<file path="src/rtl/decoder_v2.sv">
// Control unit for the accumulator processor: FETCH/DECODE/EXECUTE/INCREMENT sequencing,
// instruction decode, mem_req/mem_ack wait states with timeout, HALT and sticky bus error.
module decoder_v2 #(
  parameter int unsigned IR_WIDTH  = 8,
  parameter int unsigned TIMEOUT   = 16,
  parameter int unsigned CNT_WIDTH = 5
) (
  input  logic                clk,
  input  logic                clr,
  input  logic [IR_WIDTH-1:0] ir,
  input  logic                carry,
  input  logic                zero,
  input  logic                mem_ack,
  output logic                mem_req,
  output logic                rw,
  output logic [4:0]          alu,
  output logic                muxa,
  output logic                muxb,
  output logic                muxc,
  output logic                en_ir,
  output logic                en_da,
  output logic                en_pc,
  output logic                halted,
  output logic                bus_err
);

  typedef enum logic [2:0] {
    S_IDLE, S_FETCH, S_DECODE, S_EXECUTE, S_INCREMENT, S_HALT
  } state_t;

  localparam logic [3:0] OP_LOAD   = 4'b0000;
  localparam logic [3:0] OP_AND    = 4'b0001;
  localparam logic [3:0] OP_ADD    = 4'b0100;
  localparam logic [3:0] OP_SUB    = 4'b0110;
  localparam logic [3:0] OP_JMP    = 4'b1000;
  localparam logic [3:0] OP_JCOND  = 4'b1001;
  localparam logic [3:0] OP_INPUT  = 4'b1010;
  localparam logic [3:0] OP_OUTPUT = 4'b1110;
  localparam logic [3:0] OP_HALT   = 4'b1111;

  localparam logic [4:0] ALU_INC = 5'b10100;

  state_t               state, state_n;
  logic                 carry_reg, zero_reg;
  logic [CNT_WIDTH-1:0] wait_cnt;

  logic [3:0] op;
  logic [1:0] cond;
  logic       unused_ir;

  assign op        = ir[IR_WIDTH-1 -: 4];
  assign cond      = ir[IR_WIDTH-5 -: 2];
  assign unused_ir = ^ir[IR_WIDTH-7:0];

  logic [4:0] op_alu;
  logic       op_muxb, op_muxc, is_mem, wr_da, set_flags, is_jump, taken;
  logic       timeout_hit, flag_ld, err_set;

  // Per-opcode datapath controls, independent of sequencing state
  always_comb begin
    op_alu    = 5'b00000;
    op_muxb   = 1'b0;
    op_muxc   = 1'b0;
    is_mem    = 1'b0;
    wr_da     = 1'b0;
    set_flags = 1'b0;
    is_jump   = 1'b0;
    case (op)
      OP_LOAD:   begin op_alu = 5'b00011; op_muxb = 1'b1; is_mem = 1'b1; wr_da = 1'b1; end
      OP_AND:    begin op_alu = 5'b00001; op_muxb = 1'b1; is_mem = 1'b1; wr_da = 1'b1; set_flags = 1'b1; end
      OP_ADD:    begin op_alu = 5'b00000; op_muxb = 1'b1; is_mem = 1'b1; wr_da = 1'b1; set_flags = 1'b1; end
      OP_SUB:    begin op_alu = 5'b01100; op_muxb = 1'b1; is_mem = 1'b1; wr_da = 1'b1; set_flags = 1'b1; end
      OP_INPUT:  begin op_alu = 5'b00011; op_muxc = 1'b1; is_mem = 1'b1; wr_da = 1'b1; end
      OP_OUTPUT: begin op_alu = 5'b00010; op_muxc = 1'b1; is_mem = 1'b1; end
      OP_JMP, OP_JCOND: begin op_alu = 5'b00011; is_jump = 1'b1; end
      default: ;
    endcase
  end

  always_comb begin
    taken = 1'b0;
    if (op == OP_JMP) begin
      taken = 1'b1;
    end else if (op == OP_JCOND) begin
      case (cond)
        2'b00:   taken = zero_reg;
        2'b01:   taken = ~zero_reg;
        2'b10:   taken = carry_reg;
        default: taken = ~carry_reg;
      endcase
    end
  end

  // An ack on the last permitted wait cycle still wins over the timeout
  assign timeout_hit = (TIMEOUT != 0) && (wait_cnt == CNT_WIDTH'(TIMEOUT - 1)) && !mem_ack;

  always_comb begin
    state_n = state;
    mem_req = 1'b0;
    rw      = 1'b0;
    alu     = 5'b00000;
    muxa    = 1'b0;
    muxb    = 1'b0;
    muxc    = 1'b0;
    en_ir   = 1'b0;
    en_da   = 1'b0;
    en_pc   = 1'b0;
    halted  = 1'b0;
    flag_ld = 1'b0;
    err_set = 1'b0;
    case (state)
      S_IDLE: state_n = S_FETCH;
      S_FETCH: begin
        mem_req = 1'b1;
        en_ir   = mem_ack;
        if (mem_ack) begin
          state_n = S_DECODE;
        end else if (timeout_hit) begin
          state_n = S_HALT;
          err_set = 1'b1;
        end
      end
      S_DECODE: begin
        alu     = op_alu;
        muxb    = op_muxb;
        muxc    = op_muxc;
        state_n = (op == OP_HALT) ? S_HALT : S_EXECUTE;
      end
      S_EXECUTE: begin
        alu  = op_alu;
        muxb = op_muxb;
        muxc = op_muxc;
        if (is_mem) begin
          mem_req = 1'b1;
          rw      = (op == OP_OUTPUT);
          en_da   = wr_da & mem_ack;
          if (mem_ack) begin
            state_n = S_INCREMENT;
            flag_ld = set_flags;
          end else if (timeout_hit) begin
            state_n = S_HALT;
            err_set = 1'b1;
          end
        end else if (is_jump && taken) begin
          en_pc   = 1'b1;
          state_n = S_FETCH;
        end else begin
          state_n = S_INCREMENT;
        end
      end
      S_INCREMENT: begin
        en_pc   = 1'b1;
        muxa    = 1'b1;
        alu     = ALU_INC;
        state_n = S_FETCH;
      end
      S_HALT:  halted  = 1'b1;
      default: state_n = S_IDLE;
    endcase
  end

  // Wait counter restarts whenever the state changes
  always_ff @(posedge clk) begin
    if (clr) begin
      state     <= S_IDLE;
      carry_reg <= 1'b0;
      zero_reg  <= 1'b0;
      bus_err   <= 1'b0;
      wait_cnt  <= '0;
    end else begin
      state <= state_n;
      if (flag_ld) begin
        carry_reg <= carry;
        zero_reg  <= zero;
      end
      if (err_set) bus_err <= 1'b1;
      if (state_n != state) wait_cnt <= '0;
      else if (mem_req && !mem_ack) wait_cnt <= wait_cnt + CNT_WIDTH'(1);
    end
  end

endmodule

</file>
<file path="config.mk">
export PLATFORM = sky130hd
export DESIGN_NAME = decoder_v2
export DESIGN_NICKNAME = d
export VERILOG_FILES = /design/src/rtl/decoder_v2.sv
export SDC_FILE = /design/constraint.sdc
export NUM_CORES = 1
export LEC_CHECK = 0
export CORE_UTILIZATION = 48
export CTS_CLUSTER_DIAMETER = 30
export DETAILED_ROUTE_END_ITERATION = 8
export PLACE_DENSITY = 0.82
export SLEW_MARGIN = 20
export SYNTH_ARGS = -nofsm -noshare
export SYNTH_HDL_FRONTEND = slang
export SYNTH_SLANG_ARGS = --single-unit
</file>
<file path="constraint.sdc">
create_clock -name clk -period 2.95 [get_ports clk]
set_input_delay 0.59 -clock clk [delete_from_list [all_inputs] [get_ports clk]]
set_output_delay 0.59 -clock clk [all_outputs]
set_load 0.005 [all_outputs]
</file>
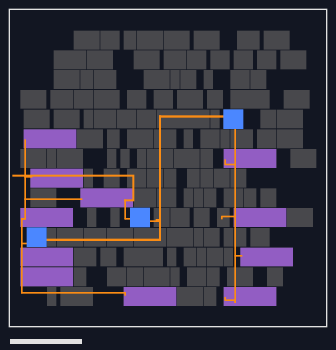
(run_1/clock_wires.png)
Scale bar: 10 microns.
legend:
  orange:
    item: clock wires
    length: 151 microns
  blue:
    item: clock-net drivers
    count: 3
  purple:
    item: flip-flops
    count: 11
routed clock nets: 4
Latency at later pin: 0.28 ns
Clock Power Share: 29.2%
P_clk: 105 uW
Layout Skew: 0.00174 ns

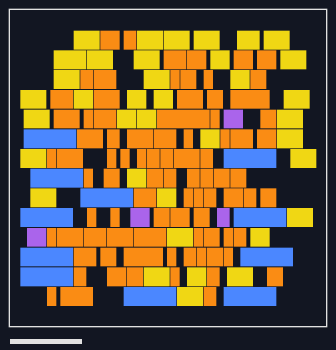
(run_1/class_map.png)
Scale bar: 10 microns.
legend:
  yellow:
    class: remaining buffers and delay cells
    cells: 37
    share_of_their_area: 29%
  orange:
    class: remaining logic cells
    cells: 86
    share_of_their_area: 49%
  purple:
    class: clock drivers and dummy loads
    cells: 4
    share_of_their_area: 2.4%
  blue:
    class: registers
    cells: 11
    share_of_their_area: 19%
fin util: 75.7%
Core Region: 1560 sq um
Finished Cell Area: 1180 sq um
flop share of the area: 18.7%
row count: 14

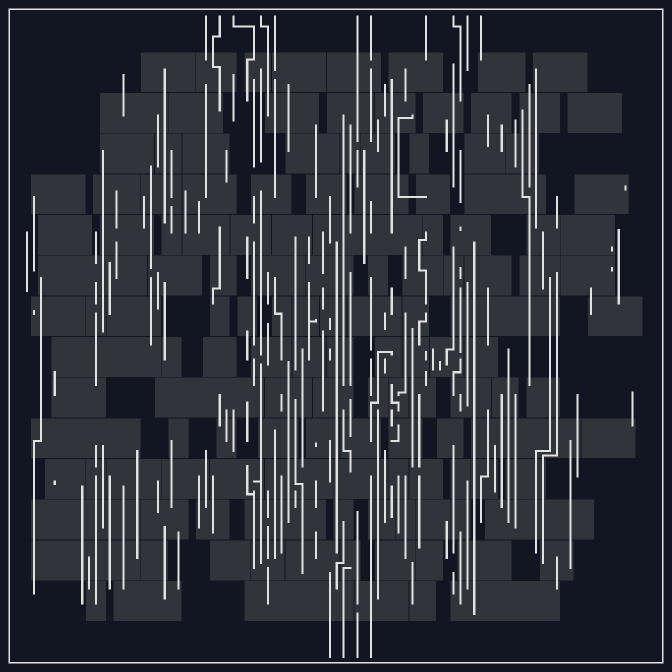
(run_1/m2.png)
nets with wire on the layer: 126
main direction: vertical
longest straight run: 24.8 microns
share of all routed wire: 46%
WL final: 1960 microns
via count: 861
met2 Usage GRT: 37.3%

==> metrics.yaml, run 1 <==
routing:
  wl_per_cell_microns: 12.7
  maxUsedRoutingLayer: "met4"
  wl_met1_microns: 941
  drt-initial-drc-count: 32
  antenna_left: 0
worst_setup_path:
  cp_num_buf_inv: 2
  max_stage_delay_ns: 0.55
  crit_chain: "clkdlybuf4s50_1, nand2_1, o21a_1, o22a_2, nor2_1, clkdlybuf4s50_1"
  timing.critical_path.from_type: "primary input"
  rr_worst_depth: 8
  crit_path_start: "ir[7]"
  required_ns: 2.36
  worstSetupEndpoint: "en_da"
  path_delay_family: "buffers and inverters"
  cp.arrival_ns: 2.26
  slowest_stage: "clkdlybuf4s50_1"
sta:
  slew_viol_final: 0
  slew_headroom_pct: 67.7
  whs_ns: 0.487
  worst_pin_slew_ns: 0.483
  finalHoldViolations: 0
  max_freq_mhz: 351
cts:
  cts_made_buffers: 3
  post_cts_buffers: 0
  clk_pin_slew_worst_paths_ns: 0.07
  max-clock-path-buffers: 2
  cts_sinks: 11
final_layout:
  clock_area_share_pct: 2.33
  inv_count: 4
  largest_register_ffs: 5
  reg_top3: "wait_cnt x5, state x3"
  sh_comb_area_pct: 47.1
  fin_nets: 154
  drive_above_1_share_pct: 19.6
  top_register: "wait_cnt"
  final-seq-area_sq_um: 220
  multi_input_comb_cells: 82
  fin_cells: 154
  nClkBuffers: 3
synth:
  ys_seq_share_pct: 26.5
  synth-warning-count: 0
  synthMuxAreaShare_pct: 9.04
  adder_share_pct: 3.01
  flop_cell: "dfxtp_1"
  yosys.area_share.aoi_pct: 19.4
  yosys.area_share.simple_pct: 30.0
  netlist_logic_family_top: "simple AND/OR/NAND/NOR gates"
  fp_nets: 120
  xor_area_share_pct: 4.22
  ys_cells: 105
  largest_area_cell: "dfxtp_1"
  synth_top_area_share_pct: 26.5
  yosys_area_sq_um: 831
die:
  fp_util_pct: 53.3
  io_pins: 28
  die-area_sq_um: 1900
pwr:
  ir_drop_v: 0.000321
  internal_power_uw: 253
  p_seq_share_pct: 43.4
outcome:
  outcome: "finished clean"
global_route:
  track_usage_pct: 23.5
  antenna_found_initial: 0
worst_hold_path:
  whs_path_depth: 2
  hold_path_startpoint: "bus_err"
run:
  log.warning_count: 28
placed_design:
  io_buffers: 25
  dpl.hpwl_microns: 1500
  dp_cells: 150
## Run 2: what changed since run 1
--- a/config.mk
+++ b/config.mk
@@ -5,10 +5,13 @@
 export SDC_FILE = /design/constraint.sdc
 export NUM_CORES = 1
 export LEC_CHECK = 0
-export CORE_UTILIZATION = 48
+export CELL_PAD_IN_SITES_DETAIL_PLACEMENT = 0
+export CELL_PAD_IN_SITES_GLOBAL_PLACEMENT = 1
+export CORE_ASPECT_RATIO = 1.5
+export CORE_UTILIZATION = 34
 export CTS_CLUSTER_DIAMETER = 30
 export DETAILED_ROUTE_END_ITERATION = 8
-export PLACE_DENSITY = 0.82
+export PLACE_DENSITY = 0.81
 export SLEW_MARGIN = 20
 export SYNTH_ARGS = -nofsm -noshare
 export SYNTH_HDL_FRONTEND = slang
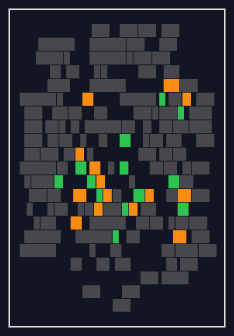
(run_2/gates.png)
legend:
  green:
    family: nand cells
    cells: 13
  orange:
    family: aoi and oai cells
    cells: 14
fin cells: 163
Commonest Layout Cell: clkdlybuf4s50_1
combinational share of cell area: 46.0%

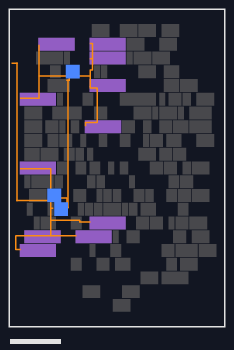
(run_2/clock_wires.png)
Scale bar: 10 microns.
legend:
  purple:
    item: flip-flops
    count: 11
  orange:
    item: clock wires
    length: 160 microns
  blue:
    item: clock-net drivers
    count: 3
routed clock nets: 4
P_clk: 102 uW
Layout Skew: 0.00144 ns
Latency at later pin: 0.27 ns
Clock Power Share: 28.4%

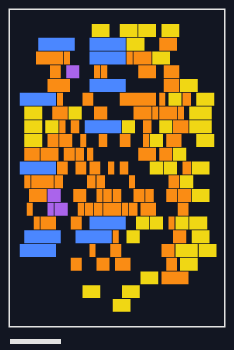
(run_2/class_map.png)
Scale bar: 10 microns.
legend:
  orange:
    class: remaining logic cells
    cells: 86
    share_of_their_area: 48%
  blue:
    class: registers
    cells: 11
    share_of_their_area: 19%
  yellow:
    class: remaining buffers and delay cells
    cells: 39
    share_of_their_area: 31%
  purple:
    class: clock drivers and dummy loads
    cells: 4
    share_of_their_area: 2.2%
Finished Cell Area: 1210 sq um
Core Region: 2260 sq um
fin util: 53.5%
flop share of the area: 18.2%

==> run 2 against run 1 <==
Net effect: combinational power hardly changed; clock skew hardly changed; synthesized cell count unchanged; cell area grew 2.4%; count of clock-buffer cells in the layout up 1; hold slack better by 0.0045 ns; critical path type unchanged; sequential power about the same; first-iteration DRC count down 44%; synthesized area did not move; via count rose by 0.35%; non-clock buffer count is 2 higher; total power is 0.41% lower.
==> metrics.yaml, run 2 <==
pwr:
  p_seq_share_pct: 43.5  # about the same
  internal_power_uw: 257  # +1.5%
  ir_drop_v: 0.000198  # -38%
final_layout:
  multi_input_comb_cells: 82  # unchanged
  largest_register_ffs: 5  # unchanged
  final-seq-area_sq_um: 220  # unchanged
  inv_count: 4  # unchanged
  reg_top3: "wait_cnt x5, state x3"
  top_register: "wait_cnt"
  nClkBuffers: 4  # +1
worst_setup_path:
  timing.critical_path.from_type: "primary input"
  worstSetupEndpoint: "en_pc"
  rr_worst_depth: 8  # unchanged
  crit_path_start: "ir[3]"
  slowest_stage: "clkdlybuf4s50_1"
  path_delay_family: "buffers and inverters"
  max_stage_delay_ns: 0.47  # -0.08 ns
  cp.arrival_ns: 2.27  # about the same
synth:
  yosys.area_share.aoi_pct: 19.4  # unchanged
  yosys_area_sq_um: 831  # unchanged
  synth_top_area_share_pct: 26.5  # unchanged
  ys_seq_share_pct: 26.5  # unchanged
  yosys.area_share.simple_pct: 30.0  # unchanged
  xor_area_share_pct: 4.22  # unchanged
  yosysMostFrequentCell: "nor2_1"
  flop_cell: "dfxtp_1"
  synthMuxAreaShare_pct: 9.04  # unchanged
  synth-warning-count: 0  # unchanged
cts:
  cts_sinks: 11  # unchanged
  cts_made_buffers: 3  # unchanged
  max-clock-path-buffers: 2  # unchanged
  post_cts_buffers: 0  # unchanged
global_route:
  gr-usage-met2_pct: 26.9  # -10 points
  track_usage_pct: 16.3  # -7.2 points
  antenna_found_initial: 0  # unchanged
placed_design:
  dp_cells: 159  # +6.0%
  dpl.hpwl_microns: 1580  # +5.4%
  io_buffers: 25  # unchanged
die:
  io_pins: 28  # unchanged
  die-area_sq_um: 2650  # +39%
  fp_util_pct: 36.8  # -17 points
  rows: 21  # +7
sta:
  slew_viol_final: 0  # unchanged
  max_freq_mhz: 349  # -0.34%
  slew_headroom_pct: 67.3  # -0.38 points
routing:
  wl_microns: 2010  # +2.4%
  num_vias: 864  # +0.35%
  wl_per_cell_microns: 12.3  # -3.3%
worst_hold_path:
  hold_path_startpoint: "bus_err"
outcome:
  outcome: "finished clean"
run:
  log.warning_count: 28  # unchanged
Power figures rest on the tool's default switching activity, not on a simulated workload.
